**Sequential cells colored by netlist name**

Drawn at 1 px/um. Other sequential cells in the stronger gray, the rest of the logic in the fainter gray.
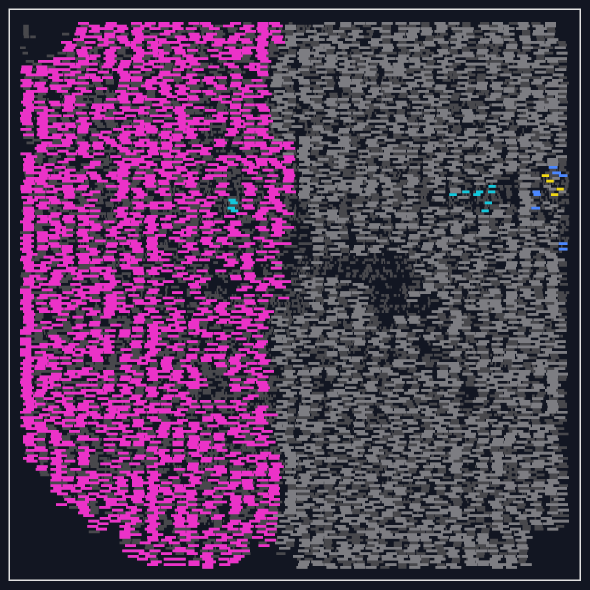
**Floorplan with the power grid**

Drawn at 0.5 px/um. Pins as bars on the die edge.
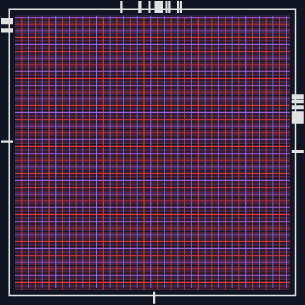
**Cell area per tile**

Drawn at 0.5 px/um. The die is cut into 28 by 28 equal tiles; black is low, pale yellow is high, 0 to 100% covered.
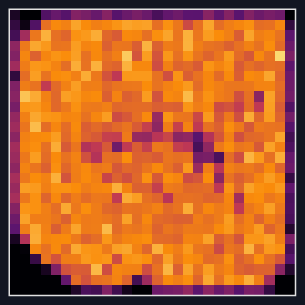
[src/rtl/jtbubl_colmix_if.sv]
// CPU-side palette bus of jtbubl_colmix: chip select, direction, byte address and data.
interface jtbubl_colmix_if;
    logic       pal_cs;
    logic       cpu_rnw;
    logic [8:0] cpu_addr;
    logic [7:0] cpu_dout;
    logic [7:0] pal_dout;

    modport master (output pal_cs, cpu_rnw, cpu_addr, cpu_dout, input pal_dout);
    modport slave  (input pal_cs, cpu_rnw, cpu_addr, cpu_dout, output pal_dout);
endinterface

[src/rtl/jtbubl_colmix.sv]
// Palette stage: 8-bit colour index -> 4-bit R/G/B through a CPU-writable 256-entry
// palette, with LHBL/LVBL delayed to match pixel latency (BLANK_DLY must be >= 2).
module jtbubl_colmix #(
    parameter int BLANK_DLY = 2
) (
    input  logic       clk,
    input  logic       rst,
    input  logic       pxl_cen,
    input  logic       LHBL,
    input  logic       LVBL,
    input  logic [7:0] col_addr,
    input  logic       video_en,
    jtbubl_colmix_if.slave cpu,
    output logic [3:0] red,
    output logic [3:0] green,
    output logic [3:0] blue,
    output logic       LHBL_dly,
    output logic       LVBL_dly
);

    // even bank holds {R,G}, odd bank holds {B,unused}
    logic [7:0] ram_even [256];
    logic [7:0] ram_odd  [256];

    logic [7:0]  cpu_idx;
    logic        wr_even;
    logic        wr_odd;
    logic [7:0]  vaddr;
    logic [11:0] stage_rgb;
    logic [BLANK_DLY-1:0] hb_sh;
    logic [BLANK_DLY-1:0] vb_sh;
    logic [BLANK_DLY-1:0] hb_nxt;
    logic [BLANK_DLY-1:0] vb_nxt;
    logic        pix_on;

    always_comb begin
        cpu_idx = cpu.cpu_addr[8:1];
        wr_even = cpu.pal_cs & ~cpu.cpu_rnw & ~cpu.cpu_addr[0];
        wr_odd  = cpu.pal_cs & ~cpu.cpu_rnw &  cpu.cpu_addr[0];
    end

    always_ff @(posedge clk) begin
        if (wr_even) ram_even[cpu_idx] <= cpu.cpu_dout;
        if (wr_odd)  ram_odd[cpu_idx]  <= cpu.cpu_dout;
    end

    // Reads sample the array before this edge's write lands, so a colliding
    // access always sees the old byte.
    always_ff @(posedge clk) begin
        if (rst) begin
            cpu.pal_dout <= 8'd0;
        end else if (cpu.pal_cs) begin
            cpu.pal_dout <= cpu.cpu_addr[0] ? ram_odd[cpu_idx] : ram_even[cpu_idx];
        end
    end

    always_comb begin
        hb_nxt = {hb_sh[BLANK_DLY-2:0], LHBL};
        vb_nxt = {vb_sh[BLANK_DLY-2:0], LVBL};
        // gate with the blank values that LHBL_dly/LVBL_dly take on this same tick
        pix_on = hb_nxt[BLANK_DLY-1] & vb_nxt[BLANK_DLY-1] & video_en;
    end

    always_ff @(posedge clk) begin
        if (rst) begin
            vaddr     <= 8'd0;
            stage_rgb <= 12'd0;
            hb_sh     <= '0;
            vb_sh     <= '0;
            red       <= 4'd0;
            green     <= 4'd0;
            blue      <= 4'd0;
        end else if (pxl_cen) begin
            vaddr     <= col_addr;
            stage_rgb <= {ram_even[vaddr], ram_odd[vaddr][7:4]};
            hb_sh     <= hb_nxt;
            vb_sh     <= vb_nxt;
            {red, green, blue} <= pix_on ? stage_rgb : 12'd0;
        end
    end

    always_comb begin
        LHBL_dly = hb_sh[BLANK_DLY-1];
        LVBL_dly = vb_sh[BLANK_DLY-1];
    end

endmodule

[src/flat_wrapper.sv]
// flat-port wrapper written by rule: the top's interface ports become plain ports
module jtbubl_colmix_flat 
#(
    parameter int BLANK_DLY = 2
)
  (clk, rst, pxl_cen, LHBL, LVBL, col_addr, video_en, red, green, blue, LHBL_dly, LVBL_dly, cpu_pal_cs, cpu_cpu_rnw, cpu_cpu_addr, cpu_cpu_dout, cpu_pal_dout);
  jtbubl_colmix_if cpu_i ();
  input  logic clk;
  input  logic rst;
  input  logic pxl_cen;
  input  logic LHBL;
  input  logic LVBL;
  input  logic [7:0] col_addr;
  input  logic video_en;
  output logic [3:0] red;
  output logic [3:0] green;
  output logic [3:0] blue;
  output logic LHBL_dly;
  output logic LVBL_dly;
  input wire logic [$bits(cpu_i.pal_cs)-1:0] cpu_pal_cs;
  input wire logic [$bits(cpu_i.cpu_rnw)-1:0] cpu_cpu_rnw;
  input wire logic [$bits(cpu_i.cpu_addr)-1:0] cpu_cpu_addr;
  input wire logic [$bits(cpu_i.cpu_dout)-1:0] cpu_cpu_dout;
  output wire logic [$bits(cpu_i.pal_dout)-1:0] cpu_pal_dout;
  assign cpu_i.pal_cs = cpu_pal_cs;
  assign cpu_i.cpu_rnw = cpu_cpu_rnw;
  assign cpu_i.cpu_addr = cpu_cpu_addr;
  assign cpu_i.cpu_dout = cpu_cpu_dout;
  assign cpu_pal_dout = cpu_i.pal_dout;
  jtbubl_colmix #(.BLANK_DLY(BLANK_DLY)) u_core (.clk(clk), .rst(rst), .pxl_cen(pxl_cen), .LHBL(LHBL), .LVBL(LVBL), .col_addr(col_addr), .video_en(video_en), .cpu(cpu_i), .red(red), .green(green), .blue(blue), .LHBL_dly(LHBL_dly), .LVBL_dly(LVBL_dly));
endmodule
[config.mk]
export PLATFORM = sky130hd
export DESIGN_NAME = jtbubl_colmix_flat
export DESIGN_NICKNAME = d
export VERILOG_FILES = /design/src/rtl/jtbubl_colmix_if.sv /design/src/rtl/jtbubl_colmix.sv /design/src/flat_wrapper.sv
export SDC_FILE = /design/constraint.sdc
export NUM_CORES = 2
export LEC_CHECK = 0
export CELL_PAD_IN_SITES_DETAIL_PLACEMENT = 0
export CELL_PAD_IN_SITES_GLOBAL_PLACEMENT = 1
export CORE_MARGIN = 10
export CORE_UTILIZATION = 61
export DETAILED_ROUTE_END_ITERATION = 7
export PLACE_DENSITY_LB_ADDON = 0.15
export SYNTH_ARGS = -nofsm -noshare
export SYNTH_HDL_FRONTEND = slang
export SYNTH_SLANG_ARGS = --single-unit
[constraint.sdc]
create_clock -name clk -period 7.4 [get_ports clk]
set_input_delay 1.11 -clock clk [delete_from_list [all_inputs] [get_ports clk]]
set_output_delay 1.11 -clock clk [all_outputs]
set_load 0.02 [all_outputs]
==> CHANGELOG.md <==
### Metrics

- Nets: 8888
- Area of placed instances: 0.189 mm2
- Worst r2r src: u_core.ram_odd[247][1]$_DFFE_PP_
- Critical path fanouts, max: 33
- Top cell type's share of synthesized area: 0.668
- Final Cycle Share: 0.761
- Cell depth of the worst hold path: 2
- Ys cells: 8797
- Dpl cells: 12.4k
- Final Power: 50.8 mW
- Failing checks: capacitance limit, slew limit
- Status: finished, violations left
- Yosys stat chip area: 0.184 mm2
- Critical-path cell list: buf_2, buf_4, and4bb_2, nand2_1, a21oi_1, a2111oi_0, o2111ai_1, a21oi_1, nand4_1, o221a_1
- Die Span X: 570 um
- CTS resizes: 0
- Clk pwr share: 0.409
- Combinational group share of total power: 0.081
- Delay-heaviest family, CP: simple AND/OR/NAND/NOR gates
- Worst slew pin tran: 1.66 ns
- Largest registers: u_core.ram_even (2048), u_core.ram_odd (2048), u_core.stage_rgb (12)
- Vias in the first global route: 101k
- Floorplan utilization: 0.613
- Vias: 105k
- Switch share: 0.234
- Synth async-reset ratio: 0
- Initial antenna violation count: 47
- Cell Area, Synth: 0.184 mm2
- Worst VDD drop: 0.229 mV
- Worst setup margin: 1.77 ns
- Internal: 38.9 mW
- Commonest cells in the netlist: edfxtp_1 (4096), mux4_2 (2001), nor2_1 (606)
- Die area: 0.324 mm2
- Synth-to-layout area growth: 10.0%
- WL per Instance: 48.5 um
- Antenna Nets Post-Route: 0
- Fin Hold WS: 0.495 ns
- Die H: 570 um
- Top non-seq family: multiplexers
- RSZ-0062 raised after global routing: no
- Post-CTS setup buffer count: 0
- RePlAce Congestion: 0.999
- Fin area: 0.203 mm2
- Normalized max-slew margin: -0.105
- CTS Buf Count: 421
- CTS Buffer Depth: 4
- MaxCap Viol Count: 2
- Largest net degree at the start of global routing: 189
- Final hold vios: 0
- Slowest CP cell: a21oi_1
- Tmin final: 5.63 ns
- Xor/xnor share: 0
- Most frequent cells in the layout: edfxtp_1 (4096), mux4_2 (2001), nor2_1 (596), clkbuf_16 (426), mux2i_1 (274)
- Commonest Layout Cell: edfxtp_1
- Seq pwr share: 0.510
- Worst hold start: u_core.vb_sh[1]$_SDFFE_PP0P_
- Clk pin slew, worst setup/hold paths: 0.06 ns
- CTS tree: yes
- Number of enable flip-flop cells: 4096
- Crit-path most repeated cell: a21oi_1
- Buf/Inv on CP: 2
- Most common cell in the netlist: edfxtp_1
- GRT Total Usage: 0.391
- Post-synth top area cell: edfxtp_1
- Ys Warns: 0
- Registers, synthesis: 4140
- Worst Hold Class: reg2reg
- Stage-log warning count: 112
- Pwr per Cell Area: 251 mW/mm2
- Buffers on Ports: 54
- Setup violators final: 0
- Final Slew Violations: 18
- Htree depth: 5
- Worst R2R End: u_core.cpu.pal_dout[1]$_SDFFE_PP0P_
- Mean Syn Cell Area: 20.9 um2
- WL final: 639000 um
- Share of cells above drive strength 1: 0.321
- Cells after synthesis: 8797
## Picture notes: 'sequential cells colored by netlist name'
legend:
  u_core.stage_rgb:
    color: cyan
    placed_flops: 12
  u_core.ram_odd:
    color: magenta
    placed_flops: 2048
  u_core.vaddr:
    color: blue
    placed_flops: 8
  u_core.green:
    color: yellow
    placed_flops: 4
not colored: 2068

## Picture notes: 'floorplan with the power grid'
legend:
  VSS:
    color: red
  VDD:
    color: purple
met4 straps: 40
met1 rails: 202
rows: 201

## Picture notes: 'cell area per tile'
fullest tile: 92%
emptiest ninth of the die: lower left
tiles over 75% full: 20%
nearly empty tiles: 3.4%

-- power groups by stage --
stage	Clock, mW	Sequential (mW)	Combinational, mW
2_1_floorplan	0	26.3	2.12
3_5_place_dp	0	26.4	4.00
6_report	20.7	25.9	4.14
5_1_grt	21.7	25.9	4.14
3_3_place_gp	0	26.4	3.97
4_1_cts	20.7	25.9	4.01
-- how the worst max path moves through the flow --
stage,start,endpoint,slack [ns],cells past startpoint
detailed placement,cpu_cpu_addr[6],u_core.cpu.pal_dout[1]$_SDFFE_PP0P_,1.16,11
floorplan,cpu_cpu_addr[1],u_core.ram_even[152][0]$_DFFE_PP_,3.56,11
global placement,cpu_cpu_addr[6],u_core.cpu.pal_dout[1]$_SDFFE_PP0P_,1.18,11
finish,cpu_cpu_addr[7],u_core.cpu.pal_dout[2]$_SDFFE_PP0P_,1.77,10
global route,cpu_cpu_addr[7],u_core.cpu.pal_dout[2]$_SDFFE_PP0P_,2.01,10
CTS,cpu_cpu_addr[6],u_core.cpu.pal_dout[1]$_SDFFE_PP0P_,2.19,11
-- layout make-up --
class	instances	area [um2]
Inverter	9	36.3
Multi-Input combinational cell	3951	57100
Clock buffer	534	11100
Tap cell	3958	4950
Sequential cell	4140	124000
Antenna cell	25	62.6
Fill cell	18900	97700
Timing Repair Buffer	332	3420
Clock inverter	226	2060
-- routing by layer --
metal	vias up	share of wire	routed length [um]	GRT usage
met1	55600	0.33	211000	0.523
met4	36	0.085	54600	0.257
met2	9333	0.44	279000	0.556
met5	-	0.00042	271	0.000147
met3	1851	0.15	93600	0.129
li1	38300	-	-	-
Power is estimated from default activity; no workload was simulated.
